## config.mk

```make
export PLATFORM = sky130hd
export DESIGN_NAME = sram_image_blitter
export DESIGN_NICKNAME = d
export VERILOG_FILES = /design/src/rtl/sram_image_blitter.sv
export SDC_FILE = /design/constraint.sdc
export NUM_CORES = 1
export LEC_CHECK = 0
export ABC_AREA = 1
export CORE_MARGIN = 1.5
export CORE_UTILIZATION = 55
export CTS_CLUSTER_SIZE = 25
export DETAILED_ROUTE_END_ITERATION = 12
export PLACE_DENSITY = 0.77
export SLEW_MARGIN = 20
export SYNTH_ARGS = -nofsm -noshare
export SYNTH_HDL_FRONTEND = slang
export SYNTH_SLANG_ARGS = --single-unit
export TNS_END_PERCENT = 1
```

## constraint.sdc

```tcl
create_clock -name csi_clk -period 7.1 [get_ports csi_clk]
set_input_delay 1.42 -clock csi_clk [delete_from_list [all_inputs] [get_ports csi_clk]]
set_output_delay 1.42 -clock csi_clk [all_outputs]
set_load 0.01 [all_outputs]
```

## src/rtl/sram_image_blitter.sv

```systemverilog
// Rectangle blit engine: takes greyscale pixels from an Avalon-MM slave FIFO and writes them,
// zoomed by an integer factor and clipped to the frame, to an SRAM frame store as paced single writes.
module sram_image_blitter #(
  parameter int H_RES      = 800,
  parameter int V_RES      = 480,
  parameter int FIFO_DEPTH = 16,
  parameter int GAP        = 3
) (
  input  logic        csi_clk,
  input  logic        csi_reset_n,
  input  logic        avs_chipselect,
  input  logic [2:0]  avs_address,
  input  logic        avs_read,
  output logic [31:0] avs_readdata,
  input  logic        avs_write,
  input  logic [31:0] avs_writedata,
  output logic        avs_waitrequest,
  output logic        avm_chipselect,
  output logic        avm_write,
  output logic [31:0] avm_writedata,
  output logic [1:0]  dbg_state
);

  localparam int AW = $clog2(FIFO_DEPTH);

  typedef enum logic [1:0] {IDLE, FETCH, EMIT, GAPW} state_t;
  state_t state;

  // Slave handshake: a PIXEL write completes on any edge where avs_waitrequest is low;
  // waitrequest rises only for a PIXEL write into a full FIFO that is not popped that cycle.
  logic reg_wr, start_cmd, abort_cmd, pix_wr;
  assign reg_wr    = avs_chipselect && avs_write;
  assign start_cmd = reg_wr && (avs_address == 3'd0) && avs_writedata[0];
  assign abort_cmd = reg_wr && (avs_address == 3'd0) && avs_writedata[1];
  assign pix_wr    = reg_wr && (avs_address == 3'd6);

  logic unused_wdata;
  assign unused_wdata = ^avs_writedata[31:10];

  logic [9:0] x0, w;
  logic [8:0] y0, h;
  logic [2:0] scale;

  logic [9:0] cx0, cw, sx;
  logic [8:0] cy0, ch, sy;
  logic [2:0] cs, i, j;
  logic [7:0] g;
  logic [7:0] gap_cnt;
  logic       done;

  logic [7:0]    mem [FIFO_DEPTH];
  logic [AW-1:0] wr_ptr, rd_ptr;
  logic [AW:0]   count;
  logic          full, empty, push, pop;

  assign full  = (count == (AW+1)'(FIFO_DEPTH));
  assign empty = (count == '0);

  logic last_i, last_j, last_sx, last_sy, blk_last, last_pix, gap_done;
  assign last_i   = (i == cs - 3'd1);
  assign last_j   = (j == cs - 3'd1);
  assign last_sx  = (sx == cw - 10'd1);
  assign last_sy  = (sy == ch - 9'd1);
  assign blk_last = last_i && last_j;
  assign last_pix = last_sx && last_sy;
  assign gap_done = (gap_cnt == 8'(GAP - 2));

  always_comb begin
    pop = 1'b0;
    if (!abort_cmd) begin
      case (state)
        FETCH:   pop = (cw != '0) && (ch != '0) && !empty;
        GAPW:    pop = gap_done && blk_last && !last_pix && !empty;
        default: pop = 1'b0;
      endcase
    end
  end

  assign push            = pix_wr && (!full || pop);
  assign avs_waitrequest = pix_wr && full && !pop;

  // Intermediates are wide enough that sx*S + X0 can never wrap before the clip test.
  logic [13:0] dx;
  logic [12:0] dy;
  logic [19:0] addr;
  logic        in_range;
  always_comb begin
    dx       = 14'(cx0) + 14'(sx) * 14'(cs) + 14'(i);
    dy       = 13'(cy0) + 13'(sy) * 13'(cs) + 13'(j);
    addr     = 20'(dy) * 20'(H_RES) + 20'(dx);
    in_range = (dx < 14'(H_RES)) && (dy < 13'(V_RES));
  end

  logic [2:0] ni, nj;
  logic [9:0] nsx;
  logic [8:0] nsy;
  always_comb begin
    ni  = last_i ? 3'd0 : i + 3'd1;
    nj  = last_i ? (last_j ? 3'd0 : j + 3'd1) : j;
    nsx = blk_last ? (last_sx ? 10'd0 : sx + 10'd1) : sx;
    nsy = (blk_last && last_sx) ? (last_sy ? 9'd0 : sy + 9'd1) : sy;
  end

  always_ff @(posedge csi_clk or negedge csi_reset_n) begin
    if (!csi_reset_n) begin
      x0    <= '0;
      y0    <= '0;
      w     <= '0;
      h     <= '0;
      scale <= '0;
    end else if (reg_wr) begin
      case (avs_address)
        3'd1:    x0    <= avs_writedata[9:0];
        3'd2:    y0    <= avs_writedata[8:0];
        3'd3:    w     <= avs_writedata[9:0];
        3'd4:    h     <= avs_writedata[8:0];
        3'd5:    scale <= avs_writedata[2:0];
        default: ;
      endcase
    end
  end

  always_ff @(posedge csi_clk or negedge csi_reset_n) begin
    if (!csi_reset_n) begin
      avs_readdata <= '0;
    end else if (avs_chipselect && avs_read) begin
      case (avs_address)
        3'd0:    avs_readdata <= {16'b0, 8'(count), 5'b0, done, (state != IDLE), full};
        3'd1:    avs_readdata <= {22'b0, x0};
        3'd2:    avs_readdata <= {23'b0, y0};
        3'd3:    avs_readdata <= {22'b0, w};
        3'd4:    avs_readdata <= {23'b0, h};
        3'd5:    avs_readdata <= {29'b0, scale};
        default: avs_readdata <= '0;
      endcase
    end else begin
      avs_readdata <= '0;
    end
  end

  always_ff @(posedge csi_clk) begin
    if (push) mem[wr_ptr] <= avs_writedata[7:0];
  end

  always_ff @(posedge csi_clk or negedge csi_reset_n) begin
    if (!csi_reset_n) begin
      wr_ptr <= '0;
      rd_ptr <= '0;
      count  <= '0;
    end else if (abort_cmd) begin
      wr_ptr <= '0;
      rd_ptr <= '0;
      count  <= '0;
    end else begin
      if (push) wr_ptr <= wr_ptr + 1'b1;
      if (pop)  rd_ptr <= rd_ptr + 1'b1;
      count <= count + {{AW{1'b0}}, push} - {{AW{1'b0}}, pop};
    end
  end

  always_ff @(posedge csi_clk or negedge csi_reset_n) begin
    if (!csi_reset_n) begin
      state         <= IDLE;
      avm_write     <= 1'b0;
      avm_writedata <= '0;
      done          <= 1'b0;
      cx0 <= '0; cy0 <= '0; cw <= '0; ch <= '0; cs <= 3'd1;
      sx  <= '0; sy  <= '0; i  <= '0; j  <= '0;
      g       <= '0;
      gap_cnt <= '0;
    end else begin
      avm_write <= 1'b0;
      if (abort_cmd) begin
        state <= IDLE;
        done  <= 1'b0;
      end else begin
        case (state)
          IDLE: if (start_cmd) begin
            cx0 <= x0; cy0 <= y0; cw <= w; ch <= h;
            cs  <= (scale == 3'd0) ? 3'd1 : scale;
            sx  <= '0; sy <= '0; i <= '0; j <= '0;
            done  <= 1'b0;
            state <= FETCH;
          end
          FETCH: begin
            if ((cw == '0) || (ch == '0)) begin
              done  <= 1'b1;
              state <= IDLE;
            end else if (pop) begin
              g     <= mem[rd_ptr];
              state <= EMIT;
            end
          end
          EMIT: begin
            if (in_range) begin
              avm_write     <= 1'b1;
              avm_writedata <= {addr, 4'b0, g};
              gap_cnt       <= '0;
              state         <= GAPW;
            end else begin
              i <= ni; j <= nj; sx <= nsx; sy <= nsy;
              if (blk_last && last_pix) begin
                done  <= 1'b1;
                state <= IDLE;
              end else if (blk_last) begin
                state <= FETCH;
              end
            end
          end
          GAPW: begin
            if (!gap_done) begin
              gap_cnt <= gap_cnt + 8'd1;
            end else begin
              i <= ni; j <= nj; sx <= nsx; sy <= nsy;
              if (!blk_last) begin
                state <= EMIT;
              end else if (last_pix) begin
                done  <= 1'b1;
                state <= IDLE;
              end else if (pop) begin
                // Fetch the next pixel here so cross-pixel writes keep the same GAP spacing.
                g     <= mem[rd_ptr];
                state <= EMIT;
              end else begin
                state <= FETCH;
              end
            end
          end
          default: state <= IDLE;
        endcase
      end
    end
  end

  assign avm_chipselect = avm_write;
  assign dbg_state      = state;

endmodule

```

### Cell density map, run 1

Scale bar: 50 um. 19 x 19 tiles, from black (low) to pale yellow (high), 0 to 100% covered.
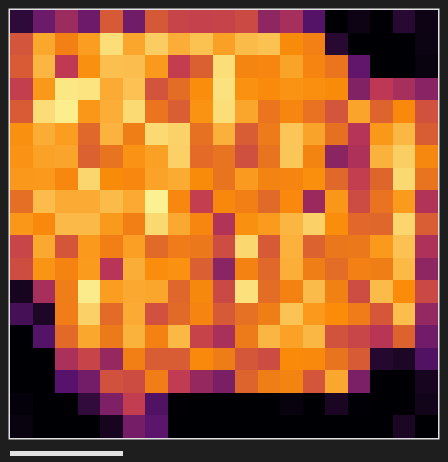
The fullest tile reaches 97%. 32% of the tiles are over 75% full. 11% of the tiles are nearly empty. The mean over all tiles is 58%.
core area: 33,800 sq um
Final Core Density: 62.4%
fp util: 56.2%

### Signal metal coverage by tile, run 1

Scale bar: 50 um. 38 x 38 tiles, from black (low) to pale yellow (high), scaled to the fullest tile. Values are wire area over tile area, all layers added.
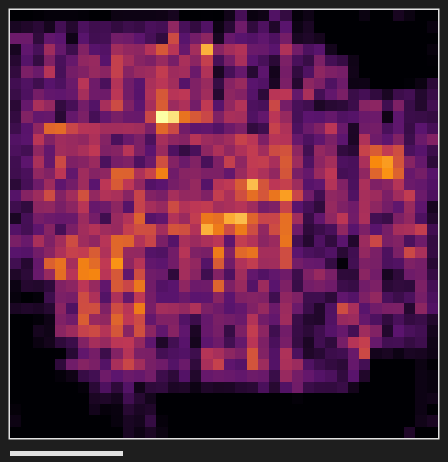
11% of the tiles are over half the peak. The fullest tile reaches 0.76. The emptiest ninth of the die: bottom right. 17% of the tiles are nearly empty. The densest ninth of the die: middle.
GRT Total Usage: 24.9%
Routed wire per std cell: 16.6 um
vias: 14,533
Detailed Route WL: 43.6 mm

==> results.yml, run 1 <==
# yosys + openroad results
power_and_ir_drop:
  clk-power_w: 0.00177
  power.sequential.total_w: 0.00238
  p_sw_w: 0.00297
  ir_worst_vdd_mv: 0.334
  power.internal_w: 0.00444
  p_per_area_nw_per_um2: 351
place:
  dp_hpwl_mm: 32.2
  place_congestion: 0.894
  io_buffers: 63
synthesis:
  yosysMostFrequentCell: "nand2_1"
  topCellsByArea: "dfrtp_1 24%, edfxtp_1 20%, nand2_1 8.8%, ha_1 8.3%, inv_1 5.6%"
  yosysSeqAreaShare_pct: 44.1
  netlist_area_sq_um: 19000
  ys_cells: 2121
  syn_area_per_cell_sq_um: 8.95
  mux_share_pct: 1.81
  synth-edff-count: 128
cells_and_area:
  antenna_cells: 0
  inv_count: 294
  largest_reg_flops: 128
  bufAreaShareNonClock_pct: 3.58
  lay_top_count: "nand2_1"
floorplan:
  tap_cells: 448
  die_area_sq_um: 35600
  fp-row-count: 67
worst_setup_path:
  startpoint_type: "register"
  cp.required_ns: 7.58
  critPathTopFamily: "adder cells"
  cp.depth: 31
clock_tree:
  cts_sinks: 309
  cts_tree: "yes"
  post_cts_buffers: 0
  htree_levels: 1
final_timing:
  hold-worst-slack_ns: 0.486
  setup_ws_ns: 0.361
  slew_viol_final: 0
global_route:
  first_global_vias: 14139
  grt_max_degree: 107
  grt_use_met1_pct: 33.4
route:
  wl_met2_mm: 20.8
  drt_iter0_markers: 1166
  highest_layer: "met4"
status:
  status: "completed"
run:
  warnings: 67
### Track usage over the die, run 1

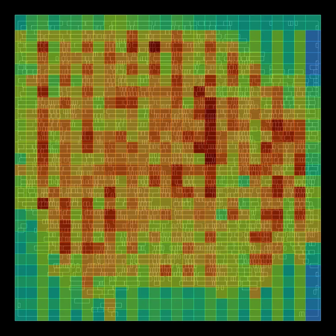
layer with the highest usage: met2
met2 Use GR: 41.7%

### Signal wires on met2, run 1

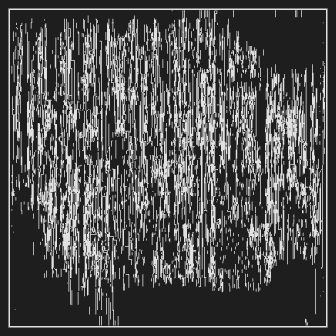

--- run 2 (diff from run 1) ---
Settings changed: PLACE_DENSITY 0.77 to 0.86.
### Signal wires on met2, run 2

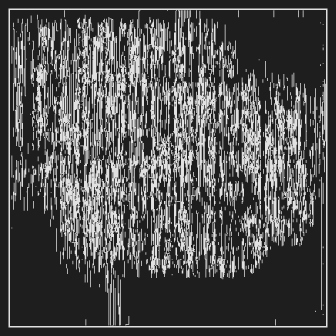
1,985 nets have wire on it. The layer carries 21.7 mm of wire. The wires run mostly vertical. The longest straight run is 79.2 um.

==> run 2 against run 1 <==
  * Synthesized area did not move
  * Sequential share of layout area grew 0.25 points
  * Clock power fell by 6%
  * Non-clock buffer count down 3
  * Final area decreased by 0.68%
  * Largest cell class unchanged
  * Largest power group unchanged
  * Highest routed layer unchanged
==> results.yml, run 2 <==
# yosys + openroad results
clock_tree:
  htree_levels: 1
  cts_sinks: 309
  cts_tree: "yes"
  post_cts_buffers: 0
floorplan:
  fp_util_pct: 56.2
  die_area_sq_um: 35600
  core_sq_um: 33800
  tap_cells: 448
power_and_ir_drop:
  power.internal_w: 0.00433
  clk-power_w: 0.00166
  p_sw_w: 0.00298
  ir_worst_vdd_mv: 0.292
  power.sequential.total_w: 0.00237
  power_frac_comb_pct: 44.8
  p_per_area_nw_per_um2: 349
global_route:
  grt_usage_pct: 25.2
  top_usage_layer: "met2"
  first_global_vias: 14981
  grt_use_met1_pct: 31.7
  use_met2_pct: 43.5
  grt_max_degree: 111
run:
  warnings: 67
route:
  post_drt_wl_per_cell_um: 16.9
  wl_met2_mm: 21.7
  via_count: 14997
  totalWireLength_mm: 44.4
synthesis:
  yosys_warnings: 0
  yosysMostFrequentCell: "nand2_1"
  topCellsByArea: "dfrtp_1 24%, edfxtp_1 20%, nand2_1 8.8%, ha_1 8.3%, inv_1 5.6%"
  netlist_area_sq_um: 19000
  mux_share_pct: 1.81
  async_reset_ff_share_pct: 58.6
  synth-edff-count: 128
  yosysSeqAreaShare_pct: 44.1
worst_setup_path:
  startpoint_type: "register"
  end_kind: "register"
  cp.required_ns: 7.57
  crit_path_end: "avm_writedata[30]"
  critPathTopFamily: "adder cells"
final_timing:
  slew_viol_final: 0
  relSlewSlack_pct: 35.5
  hold-worst-slack_ns: 0.486
place:
  io_buffers: 63
  place_congestion: 0.907
  dp_hpwl_mm: 31.7
cells_and_area:
  inv_count: 294
  antenna_cells: 0
  largest_reg_flops: 128
  post-route-util_pct: 61.9
  lay_top_count: "nand2_1"
status:
  status: "completed"
### Cell density map, run 2

Scale bar: 50 um. 19 x 19 tiles, from black (low) to pale yellow (high), 0 to 100% covered.
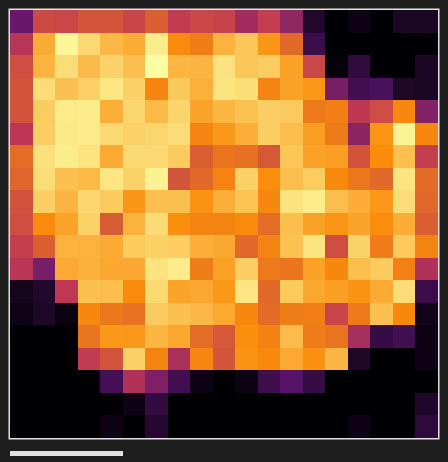

--- run 3 (diff from run 2) ---
Settings changed: CORE_UTILIZATION 55 to 56, PLACE_DENSITY 0.86 to 0.85.
Clock period 7.1 ns to 7 ns, I/O delays scaled along.
### Cell density map, run 3

Scale bar: 50 um. 19 x 19 tiles, from black (low) to pale yellow (high), 0 to 100% covered.
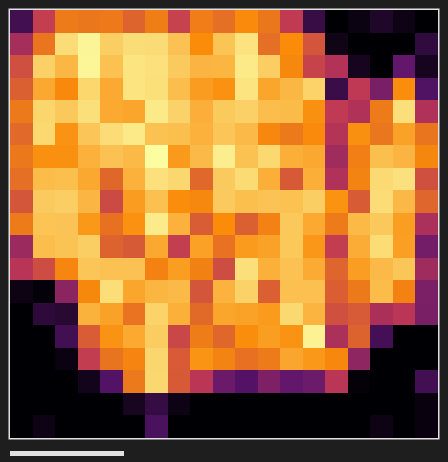
core area: 33,400 sq um
Final Core Density: 63.1%
fp util: 56.7%

==> run 3 against run 2 <==
  * Synthesized cell count unchanged
  * Combinational power increased by 3%
  * Sequential cell count unchanged
  * Setup slack improved by 0.084 ns
  * Critical path depth unchanged
  * Clock skew about the same
  * Sequential share of layout area decreased by 0.32 points
  * Global-route usage increased by 0.62 points
  * Largest cell class unchanged
  * Hold slack improved by 0.0011 ns
  * Cell count increased by 0.19%
  * First-iteration DRC count increased by 8.8%
==> results.yml, run 3 <==
# yosys + openroad results
status:
  status: "completed"
cells_and_area:
  nClkBuffers: 40
  lay_top_count: "nand2_1"
  antenna_cells: 0
  sh_comb_area_pct: 43.3
  largest_reg_flops: 128
  inv_count: 294
  largest_cell_class: "logic gates"
  logic_area_sq_um: 9140
  finalNonFillerCells: 2635
clock_tree:
  cts_tree: "yes"
  cts-root-buf: "clkbuf_16"
  htree_levels: 1
  cts_sinks: 309
  post_cts_buffers: 0
synthesis:
  synth-edff-count: 128
  aoi_share_pct: 10.3
  ys_cells: 2121
  netlist_area_sq_um: 19000
  mux_share_pct: 1.81
  adder_share_pct: 13.3
  yosysTopAreaCellShare_pct: 23.7
  common_cells: "443 x nand2_1, 284 x inv_1, 183 x o21ai_0"
  yosysSeqAreaShare_pct: 44.1
  topCellsByArea: "dfrtp_1 24%, edfxtp_1 20%, nand2_1 8.8%, ha_1 8.3%, inv_1 5.6%"
  synth_cells: 2121
  yosys_warnings: 0
  synth_chip_area_sq_um: 19000
  yosysMostFrequentCell: "nand2_1"
  async_reset_ff_share_pct: 58.6
run:
  warnings: 67
global_route:
  antenna_found_initial: 0
  top_usage_layer: "met2"
  grt-ovfl-total: 0
  first_global_vias: 14800
  grt_use_met1_pct: 32.8
  grt_usage_pct: 25.8
  grt_max_degree: 133
  use_met2_pct: 44.9
final_timing:
  tightest_slew_ns: 1.00
  setup_viol: 0
  relSlewSlack_pct: 33.0
  timing.fmax_ghz: 0.152
  fin_skew_ns: 0.0140
  timing.final.crit_share_pct: 94.2
  hold-worst-slack_ns: 0.487
  slew_viol_final: 0
route:
  totalWireLength_mm: 45.1
  route.detailed.drc: 0
  via_count: 14938
  post_drt_wl_per_cell_um: 17.1
  wl_met2_mm: 22.4
place:
  io_buffers: 63
  place_congestion: 0.937
  dp_hpwl_mm: 32.3
power_and_ir_drop:
  ir_worst_vdd_mv: 0.220
  pwr-share-clk_pct: 23.8
  power_frac_comb_pct: 44.4
  switching_share_pct: 40.3
  power.sequential.total_w: 0.00242
  power.internal_w: 0.00454
  clk-power_w: 0.00181
  p_sw_w: 0.00307
  p_per_area_nw_per_um2: 360
worst_setup_path:
  cp_num_buf_inv: 5
  startpoint_type: "register"
  crit_start: "sy[2]"
  critPathTopFamily: "adder cells"
  cp.required_ns: 7.47
  crit_path_end: "avm_writedata[30]"
  end_kind: "register"
floorplan:
  tap_cells: 448
  die_area_sq_um: 35000
worst_hold_path:
  hold_depth: 2
No activity file was given, so power comes from the tool's default toggle rates.
